run_1/clock_wires.png
The bar under the picture is 50 um long.
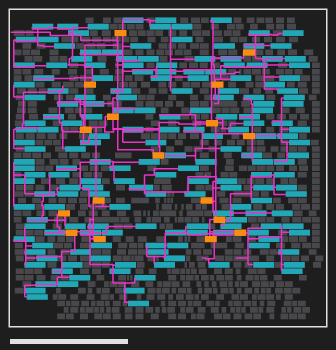
run_1/sizing.png
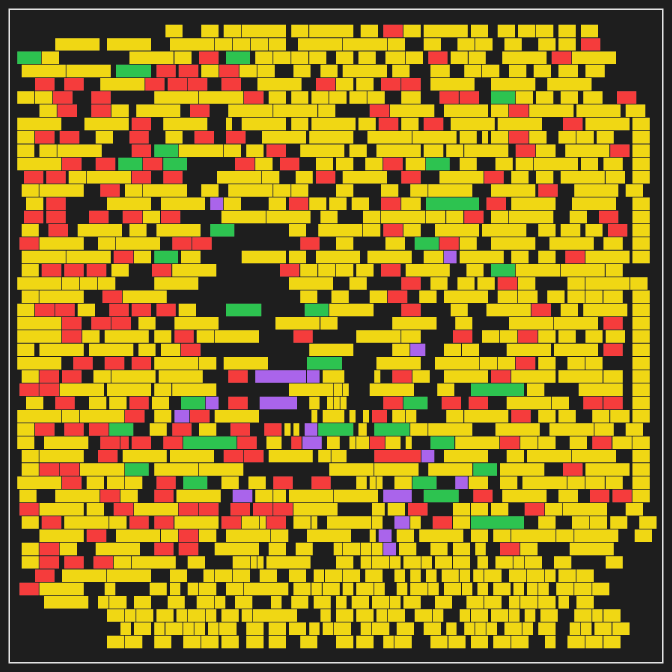
run_1/placed.png
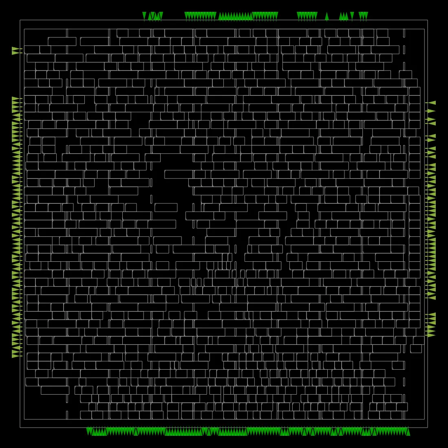
## src/rtl/mem_port_arbiter.sv

```systemverilog
// mem_port_arbiter: shares one memory port between the fetch (imem) and data (dmem)
// request ports. Keeps one request outstanding and one pending request per port.
// dmem has priority, except that imem is forced through after STARVE_LIMIT
// consecutive dmem grants that were made while imem was waiting.
//
// state  | meaning
// IDLE   | no request outstanding on the memory port
// BUSY_I | fetch request outstanding, waiting for mem_resp
// BUSY_D | load/store request outstanding, waiting for mem_resp
module mem_port_arbiter #(
  parameter int STARVE_LIMIT = 4,
  parameter int CNT_W        = 3
) (
  input  logic        clk,
  input  logic        rst,
  input  logic [31:0] imem_addr,
  input  logic [3:0]  imem_rmask,
  output logic [31:0] imem_rdata,
  output logic        imem_resp,
  input  logic [31:0] dmem_addr,
  input  logic [3:0]  dmem_rmask,
  input  logic [3:0]  dmem_wmask,
  input  logic [31:0] dmem_wdata,
  output logic [31:0] dmem_rdata,
  output logic        dmem_resp,
  output logic [31:0] mem_addr,
  output logic [3:0]  mem_rmask,
  output logic [3:0]  mem_wmask,
  output logic [31:0] mem_wdata,
  input  logic [31:0] mem_rdata,
  input  logic        mem_resp
);

  typedef enum logic [1:0] {IDLE, BUSY_I, BUSY_D} state_t;

  state_t             state;
  logic               i_pend;
  logic [31:0]        i_addr;
  logic [3:0]         i_rmask;
  logic               d_pend;
  logic [31:0]        d_addr;
  logic [3:0]         d_rmask;
  logic [3:0]         d_wmask;
  logic [31:0]        d_wdata;
  logic [CNT_W-1:0]   starve_cnt;

  logic               new_i;
  logic               new_d;
  logic               i_cand;
  logic               d_cand;
  logic [31:0]        ci_addr;
  logic [3:0]         ci_rmask;
  logic [31:0]        cd_addr;
  logic [3:0]         cd_rmask;
  logic [3:0]         cd_wmask;
  logic [31:0]        cd_wdata;
  logic               arb_en;
  logic               at_limit;
  logic               grant_i;
  logic               grant_d;

  assign new_i = |imem_rmask;
  assign new_d = (|dmem_rmask) | (|dmem_wmask);

  // Candidate selection: a pending buffer takes precedence over a same-cycle request
  // (a same-cycle request on a pending port is a protocol error and is dropped).
  always_comb begin
    i_cand   = i_pend | new_i;
    d_cand   = d_pend | new_d;
    ci_addr  = i_pend ? i_addr  : imem_addr;
    ci_rmask = i_pend ? i_rmask : imem_rmask;
    cd_addr  = d_pend ? d_addr  : dmem_addr;
    cd_rmask = d_pend ? d_rmask : dmem_rmask;
    cd_wmask = d_pend ? d_wmask : dmem_wmask;
    cd_wdata = d_pend ? d_wdata : dmem_wdata;
    // Arbitrate when the port is free now or frees up this cycle (zero-bubble handoff).
    arb_en   = (state == IDLE) | mem_resp;
    at_limit = (starve_cnt == CNT_W'(STARVE_LIMIT));
    grant_d  = arb_en & d_cand & ~(i_cand & at_limit);
    grant_i  = arb_en & i_cand & ~grant_d;
  end

  // Responses are steered combinationally to the port that owns the outstanding request.
  assign imem_resp  = (state == BUSY_I) & mem_resp;
  assign dmem_resp  = (state == BUSY_D) & mem_resp;
  assign imem_rdata = imem_resp ? mem_rdata : 32'h0;
  assign dmem_rdata = dmem_resp ? mem_rdata : 32'h0;

  // Arbitration FSM with pending-buffer capture, starvation counter and registered mem port.
  always_ff @(posedge clk or negedge rst) begin
    if (!rst) begin
      state      <= IDLE;
      i_pend     <= 1'b0;
      i_addr     <= '0;
      i_rmask    <= '0;
      d_pend     <= 1'b0;
      d_addr     <= '0;
      d_rmask    <= '0;
      d_wmask    <= '0;
      d_wdata    <= '0;
      starve_cnt <= '0;
      mem_addr   <= '0;
      mem_rmask  <= '0;
      mem_wmask  <= '0;
      mem_wdata  <= '0;
    end else begin
      mem_rmask <= '0;
      mem_wmask <= '0;

      if (grant_i) begin
        i_pend <= 1'b0;
      end else if (new_i && !i_pend) begin
        i_pend  <= 1'b1;
        i_addr  <= imem_addr;
        i_rmask <= imem_rmask;
      end

      if (grant_d) begin
        d_pend <= 1'b0;
      end else if (new_d && !d_pend) begin
        d_pend  <= 1'b1;
        d_addr  <= dmem_addr;
        d_rmask <= dmem_rmask;
        d_wmask <= dmem_wmask;
        d_wdata <= dmem_wdata;
      end

      if (grant_d) begin
        mem_addr  <= cd_addr;
        mem_rmask <= cd_rmask;
        mem_wmask <= cd_wmask;
        mem_wdata <= cd_wdata;
        state     <= BUSY_D;
        if (i_cand && !at_limit) begin
          starve_cnt <= starve_cnt + CNT_W'(1);
        end
      end else if (grant_i) begin
        mem_addr   <= ci_addr;
        mem_rmask  <= ci_rmask;
        state      <= BUSY_I;
        starve_cnt <= '0;
      end else if (arb_en) begin
        state <= IDLE;
      end
    end
  end

  // A port must not re-request while its previous request is still pending.
  a_no_imem_rereq: assert property (@(posedge clk) disable iff (!rst) !(i_pend && new_i));
  a_no_dmem_rereq: assert property (@(posedge clk) disable iff (!rst) !(d_pend && new_d));

endmodule
```

## config.mk

```make
export PLATFORM = sky130hd
export DESIGN_NAME = mem_port_arbiter
export DESIGN_NICKNAME = d
export VERILOG_FILES = /design/src/rtl/mem_port_arbiter.sv
export SDC_FILE = /design/constraint.sdc
export NUM_CORES = 1
export LEC_CHECK = 0
export CAP_MARGIN = 20
export CORE_UTILIZATION = 52
export CTS_BUF_LIST = sky130_fd_sc_hd__clkbuf_8
export CTS_CLUSTER_SIZE = 28
export DETAILED_ROUTE_END_ITERATION = 10
export MAX_ROUTING_LAYER = met4
export PLACE_DENSITY = 0.88
export SLEW_MARGIN = 5
export SYNTH_ARGS = -nofsm -noshare
export SYNTH_HDL_FRONTEND = slang
export SYNTH_SLANG_ARGS = --single-unit
export TNS_END_PERCENT = 100
```

## constraint.sdc

```tcl
create_clock -name clk -period 3.8 [get_ports clk]
set_clock_uncertainty 0.2 [all_clocks]
set_input_delay 0.57 -clock clk [delete_from_list [all_inputs] [get_ports clk]]
set_output_delay 0.57 -clock clk [all_outputs]
set_load 0.01 [all_outputs]
```

==> results.cfg, run 1 <==
; physical design summary
[status]
status = finished with violations
violations = hold timing

[setup_path]
cp-end-kind = output port
critPathCapture = dmem_rdata[10]
crit_fanout = 33
critPathBufInv = 3
cp.depth = 5
path_class = primary input to output port
rrSetupSlack_ps = 1260
required_ps = 3030
startpoint = mem_resp
reg2reg_from = starve_cnt[0]
path_cells = clkdlybuf4s50_1 -> and3_1 -> buf_4 -> and2_1 -> clkdlybuf4s50_1
max_stage_delay_ps = 550
worstPathArrival_ps = 2310
start_kind = primary input
cp_slowest_cell = clkdlybuf4s50_1
crit_top_cell = clkdlybuf4s50_1
reg2reg_depth = 7
path_delay_family = buffers and inverters
r2r_end = d_wmask[0]

[final_timing]
fin_tns_setup_ps = 0
hold_violations = 11
setup_viol = 0
fmax_mhz = 325
finalCritPeriodShare_pct = 81.0
worst_pin_slew_ps = 796
final_max_slew_viol_count = 0
slew_headroom_pct = 46.9
rsz0062_at_grt = no
period_minus_slack_ps = 3080
whs_ps = -30.1

[drt]
first_iter_violations = 257
wl_um = 21100
wl_per_cell_um = 18.2
drt_pass1_iterations = 4
vias_per_cell = 5.18
vias = 6001
drcViolationCount = 0
ant_nets = 0

[floorplan]
core_sq_um = 16800
die_w_um = 134
dieArea_sq_um = 17800
die_h_um = 134
io_pins = 281
fp_util_pct = 53.7

[clocking]
cts_buffers = 17
ctsResizeCount = 0
cts_hold_buf = 0
cts_setup_buffers = 0
cts_max_level = 4
cts_buffer_depth = 2
clock-sinks = 187
cts_tree = yes
cts_root_buf = clkbuf_8
path_clk_slew_ps = 100

[grt]
first_global_vias = 6198
overflow = 0
grt_pass1_wl_um = 33700
grt_use_total_pct = 25.3
grt_max_degree = 101
antenna_found_initial = 1

[synthesis]
synth_xor_xnor_area_share_pct = 0
ys_seq_share_pct = 52.0
synthTopLogicFamily = multiplexers
synth-async-reset-ratio_pct = 100
ys_seq_elements = 187
synth-area-yosys_sq_um = 8990
synth_nets = 798
mux_share_pct = 38.1
edf_count = 0
avgSynthCellArea_sq_um = 13.8
netlist_area_sq_um = 8990
ys_cells = 653
yosys.area_share.simple_pct = 5.90
ff_type = dfrtp_1
ys_warn_count = 0
syn_inst = 653
ys_types = 33
ys_sh_adder_pct = 0.278
ys_sh_aoi_pct = 1.29

[final_layout]
final_cell_mix = clkdlybuf4s50_1 (279), dfrtp_1 (185), mux2_2 (180)
drive_gt1_share_pct = 24.9
regArea_sq_um = 4680
num-fill-cells = 1177
comb_area_sq_um = 4120
lay_top_count = clkdlybuf4s50_1
area_delta_synth_final_pct = 39.1
finish.net_count = 1070

[pwr]
cellLeakagePower_nw = 5.44
irDropWorstVdd_mv = 0.502
power_density_nw_per_um2 = 774

[placed_design]
numPortBuffers = 280
place_inst = 1126
placed_cell_area_sq_um = 12100
hpwl_um = 15100
routabilityCongestion = 0.805

[job]
tool_warnings = 29
maxCapViolCount = 0

[worst_hold_path]
hold_path_class = primary input to async pin
## Picture notes: clock_wires.png
Orange is clock-net drivers, count 17. Cyan is flip-flops, count 187. Magenta is clock wires, length 2090 um.
There are 18 routed clock nets. Position of the flops: spread over the die.
Late-Pin Clk Latency: 460 ps
Clock Power Share: 14.8%
clock group power: 0.00144 W

## Picture notes: sizing.png
Red is x2, cells 186, most used mux2_2. Yellow is x1 and smaller, cells 704, most used clkdlybuf4s50_1. Purple is x3 and x4, cells 17, most used buf_4. Green is x6 and larger, cells 30, most used clkbuf_8.
fin worst setup slack: 722 ps
nonclk buf count: 293
cell area after layout: 12500 sq um

## Picture notes: placed.png
Finished Layout Cells: 1158
Row Count: 47
flop count: 187
tapcell count: 220

[run 1: metal layers]
metal / up-vias / global-route usage [%] / share of wire, %
met4: 0 / 8.33 / 1.9
met1: 2949 / 34.0 / 46
met3: 27 / 6.74 / 6.2
li1: 2870 / - / -
met2: 155 / 37.4 / 46
met5: - / - / 0
[run 1: worst min-delay path by stage]
stage                              from       endpoint  slack, ps  depth (start not counted)
after floorplan                     rst      d_addr[0]         70                          0
after global routing                rst   mem_wdata[2]         40                          1
after global placement    mem_wdata[26]  mem_wdata[26]        270                          1
after detailed placement      i_addr[1]      i_addr[1]        280                          1
final                               rst   mem_wdata[2]        -30                          1
after CTS                           rst   mem_wdata[2]         10                          1
[run 1: cells in the mapped netlist (all sizes together), types with 3 or more instances]
master / count / area [sq um]
nand2: 4 / 15.0
nor2: 11 / 41.3
inv: 5 / 18.8
mux2i: 104 / 1040
or4: 3 / 26.3
dfrtp: 187 / 4680
clkbuf: 13 / 48.8
mux2: 212 / 2390
and2: 64 / 400
o21ai: 4 / 35.0
buf: 27 / 148
[run 1: area by class of cell]
class | count | area share (%)
Antenna cell | 1 | 0.0200
Clock buffer | 19 | 2.09
Clock inverter | 12 | 1.39
Inverter | 5 | 0.150
Multi-Input combinational cell | 421 | 32.9
Sequential cell | 187 | 37.4
Tap cell | 220 | 2.20
Timing Repair Buffer | 293 | 23.8
[run 1: flip-flops by register name, summed over array words and instances (netlist names)]
signal	cells
d_addr	32
d_pend	1
d_rmask	4
d_wdata	32
d_wmask	4
i_addr	32
i_pend	1
i_rmask	4
mem_addr	32
mem_rmask	4
mem_wdata	32
mem_wmask	4
starve_cnt	3
state	2
[run 1: cells by family (layout without fill, tap and decap cells)]
logic type      after synthesis  count (layout)
other cells                   0               1
compound gates               14              14
flops                       187             187
simple gates                 89              89
buf+inv                      45             329
mux                         316             316
fa+ha+maj                     2               2
[run 1: power breakdown]
part / switching [W] / internal [W] / total, W / leakage, nW
clock network: 0.000690 / 0.000746 / 0.00144 / 0.220
registers: 0.000594 / 0.00303 / 0.00363 / 2.20
logic: 0.00182 / 0.00280 / 0.00463 / 3.02
[run 1: stage by stage]
stage / total power, W / utilization [%] / setup slack [ps]
finish: 0.00969 / 74.7 / 722
global route: 0.0103 / 74.7 / 644
CTS: 0.00977 / 74.6 / 736
detailed placement: 0.00831 / 72.0 / 494
global placement: 0.00814 / 71.9 / 517
floorplan: 0.00647 / - / 1250
run_1/route_heat.png
27 x 27 tiles, from dark blue (low) to red (high), scaled to the fullest tile. Values are wire area over tile area, all layers added.
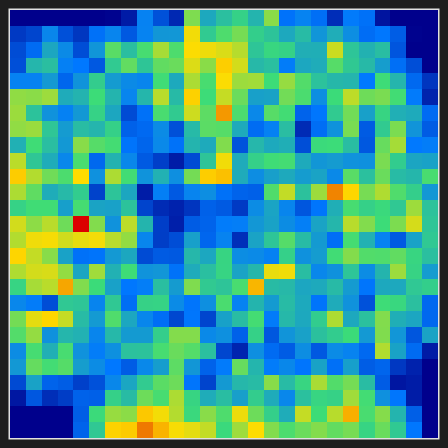

==> inputs of run 2 (changes only) <==
--- a/config.mk
+++ b/config.mk
@@ -6,12 +6,12 @@
 export NUM_CORES = 1
 export LEC_CHECK = 0
 export CAP_MARGIN = 20
-export CORE_UTILIZATION = 52
+export CORE_UTILIZATION = 44
 export CTS_BUF_LIST = sky130_fd_sc_hd__clkbuf_8
 export CTS_CLUSTER_SIZE = 28
 export DETAILED_ROUTE_END_ITERATION = 10
 export MAX_ROUTING_LAYER = met4
-export PLACE_DENSITY = 0.88
+export PLACE_DENSITY = 0.79
 export SLEW_MARGIN = 5
 export SYNTH_ARGS = -nofsm -noshare
 export SYNTH_HDL_FRONTEND = slang
==> constraint.sdc (replaced) <==
create_clock -name clk -period 2.7 [get_ports clk]
set_clock_uncertainty 0.2 [all_clocks]
set_input_delay 0.405 -clock clk [delete_from_list [all_inputs] [get_ports clk]]
set_output_delay 0.405 -clock clk [all_outputs]
set_load 0.01 [all_outputs]
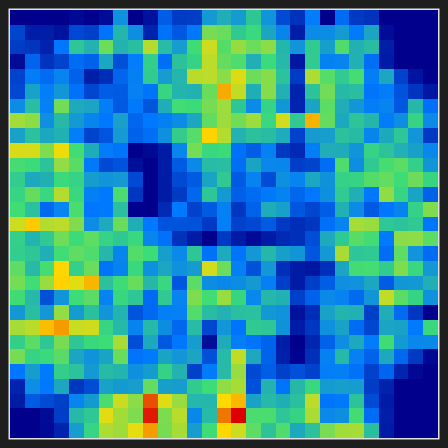
run_2/route_heat.png
29 x 29 tiles, from dark blue (low) to red (high), scaled to the fullest tile. Values are wire area over tile area, all layers added.
6.2% of the tiles are nearly empty. 21% of the tiles are over half the peak. The fullest tile reaches 0.49. The mean over all tiles is 0.17.
GRT Overall Usage: 22.2%
via count: 6136
DR WL/cell: 17.8 um

==> run 2 against run 1 <==
Compared with the run above: the flow now finishes without violations; hold slack improved by 320 ps; clock-buffer cell count decreased by 1; register-to-register slack got worse by 890 ps; largest cell class unchanged; combinational power increased by 51%; routed wire length increased by 4.7%; synthesized cell count unchanged; first-iteration DRC count decreased by 28%; setup slack got worse by 650 ps.
==> results.cfg, run 2 <==
; physical design summary
[setup_path]
cp_slowest_cell = clkdlybuf4s50_1
reg2reg_depth = 7
crit_top_cell = clkdlybuf4s50_1
r2r_end = d_addr[30]
crit_fanout = 17
path_delay_family = buffers and inverters
cp-end-kind = output port
path_cells = clkdlybuf4s50_1 -> and3_4 -> buf_12 -> and2_4 -> clkdlybuf4s50_1
startpoint = mem_resp
start_kind = primary input
path_class = primary input to output port

[synthesis]
edf_count = 0
netlist_area_sq_um = 8990
avgSynthCellArea_sq_um = 13.8
top_cell = dfrtp_1
syn_inst = 653
ys_warn_count = 0
synth-async-reset-ratio_pct = 100
ys_top_cells_by_count = dfrtp_1 (187), mux2_2 (180), mux2i_1 (104), and2_1 (64), mux2_1 (32)
ys_types = 33
ys_seq_elements = 187
ys_cells = 653
synth_nets = 798

[worst_hold_path]
hold-path-cell-count = 1
hold_path_class = register to register

[grt]
antenna_found_initial = 0
grt_max_degree = 66
grt_pass1_wl_um = 35600
first_global_vias = 6506

[final_layout]
finish.net_count = 1104
final_cell_mix = clkdlybuf4s50_1 (274), dfrtp_1 (185), mux2_2 (180)
drive_gt1_share_pct = 27.9
num-fill-cells = 1501

[final_timing]
setup_viol = 0
finalCritPeriodShare_pct = 97.3
slew_headroom_pct = 61.1
fmax_mhz = 381
worst_pin_slew_ps = 581
period_minus_slack_ps = 2630
fin_tns_setup_ps = 0

[floorplan]
core_sq_um = 19800
die_w_um = 145
dieArea_sq_um = 21000
rows = 51

[clocking]
clock-sinks = 187
path_clk_slew_ps = 100
cts_max_level = 4
cts_buffer_depth = 2
cts_root_buf = clkbuf_8

[drt]
ant_nets = 0
drcViolationCount = 0
first_iter_violations = 184
drt_pass1_iterations = 4
wl_um = 22100

[pwr]
power_density_nw_per_um2 = 1070
cellLeakagePower_nw = 5.73

[placed_design]
hpwl_um = 15800

[job]
maxCapViolCount = 0
tool_warnings = 27

[status]
status = complete, no violations
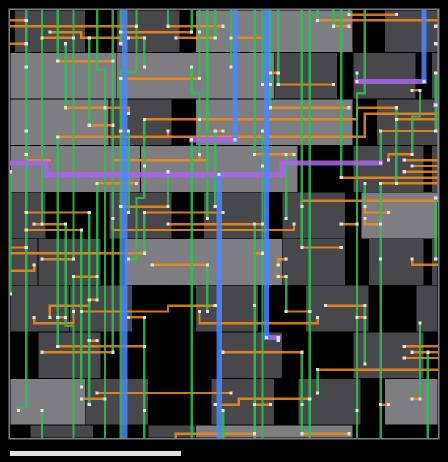
run_2/closeup.png
The bar under the picture is 10 um long. Region (60, 89) to (85, 114) um. Cells in gray, sequential cells in the stronger gray; small squares are vias.
Purple is M3. Orange is M1. Green is M2. Blue is M4.
Sequential cells in the window: 8. 33 logic cells have their middle in the window. Most frequent: mux2i_1 (11), dfrtp_1 (8). Netlist names of flops here include `mem_addr` (5), `d_addr` (3).

## run 2: cell count changes in the layout (fill, tap and decap cells not counted), sizes merged
cell,delta
dlygate4sd3,+1
clkinvlp,-1
buf,+31
bufinv,-1
clkinv,+2
dlymetal6s2s,+5
clkbuf,+1
clkdlybuf4s50,-5
inv,+2
## run 2: where the power goes
part | internal (W) | switching (W) | leakage [nW]
Sequential | 0.00427 | 0.000707 | 2.20
Combinational | 0.00421 | 0.00277 | 3.31
Clock | 0.000947 | 0.00102 | 0.216
## run 2: layout make-up
type | count | area [sq um] | share of cell area (%)
tap | 265 | 332 | 2.56
antenna | 1 | 2.50 | 0.0193
sequential | 187 | 4680 | 36.2
clock inverter | 14 | 168 | 1.29
inverter | 5 | 18.8 | 0.145
timing repair buffer | 327 | 3370 | 26.0
multi-input combinational | 421 | 4130 | 31.9
clock buffer | 18 | 248 | 1.91
## run 2: layer usage
metal  GRT usage [%]  part of all wire [%]  wire length [um]  up-vias
met5               -                     0                 0        -
met4            5.48                   1.6               360        0
met3            6.70                   6.2              1370       24
met2            34.2                    47             10300      145
met1            28.5                    46             10100     3030
li1                -                     -                 -     2937
## run 2: worst max-delay path by stage
stage	endpoint	cells past startpoint
floorplan	i_addr[10]	5
global placement	i_rmask[2]	6
detailed placement	i_rmask[2]	6
CTS	imem_rdata[10]	5
global route	dmem_rdata[1]	5
finish	imem_rdata[10]	5
## run 2: repair_timing
action | 4_1_cts | 5_1_grt
endpoints found under the setup margin | 0 | 44
hold buffers | 1 | 0
gates resized | 0 | 10
endpoints found under the hold margin | 57 | 0
## run 2: metrics by stage
| stage | setup WS, ps | cells | hold slack [ps] |
|---|---|---|---|
| global route | -18.5 | 1237 | 299 |
| CTS | 7.37 | 1235 | 294 |
| global placement | -175 | 1202 | 233 |
| floorplan | 313 | 653 | -90.6 |
| finish | 72.0 | 1238 | 295 |
| detailed placement | -215 | 1202 | 236 |
## run 2: worst register-to-register path, stage by stage (launching register included)
cell	delay (ps)
dfrtp_1	420
inv_1	90
ha_1	170
nand2_1	80
o211ai_1	490
o211ai_4	250
buf_12	230
mux2_2	300
## run 2: cells by family (layout without fill, tap and decap cells)
| logic type | count (synthesis) | in the layout | synth area share (%) |
|---|---|---|---|
| flops | 187 | 187 | 52.0 |
| buf+inv | 45 | 364 | 2.39 |
| other cells | 0 | 1 | 0 |
| simple gates | 89 | 89 | 5.90 |
| fa+ha+maj | 2 | 2 | 0.278 |
| compound gates | 14 | 14 | 1.29 |
| mux | 316 | 316 | 38.1 |
Power is estimated from default activity; no workload was simulated.
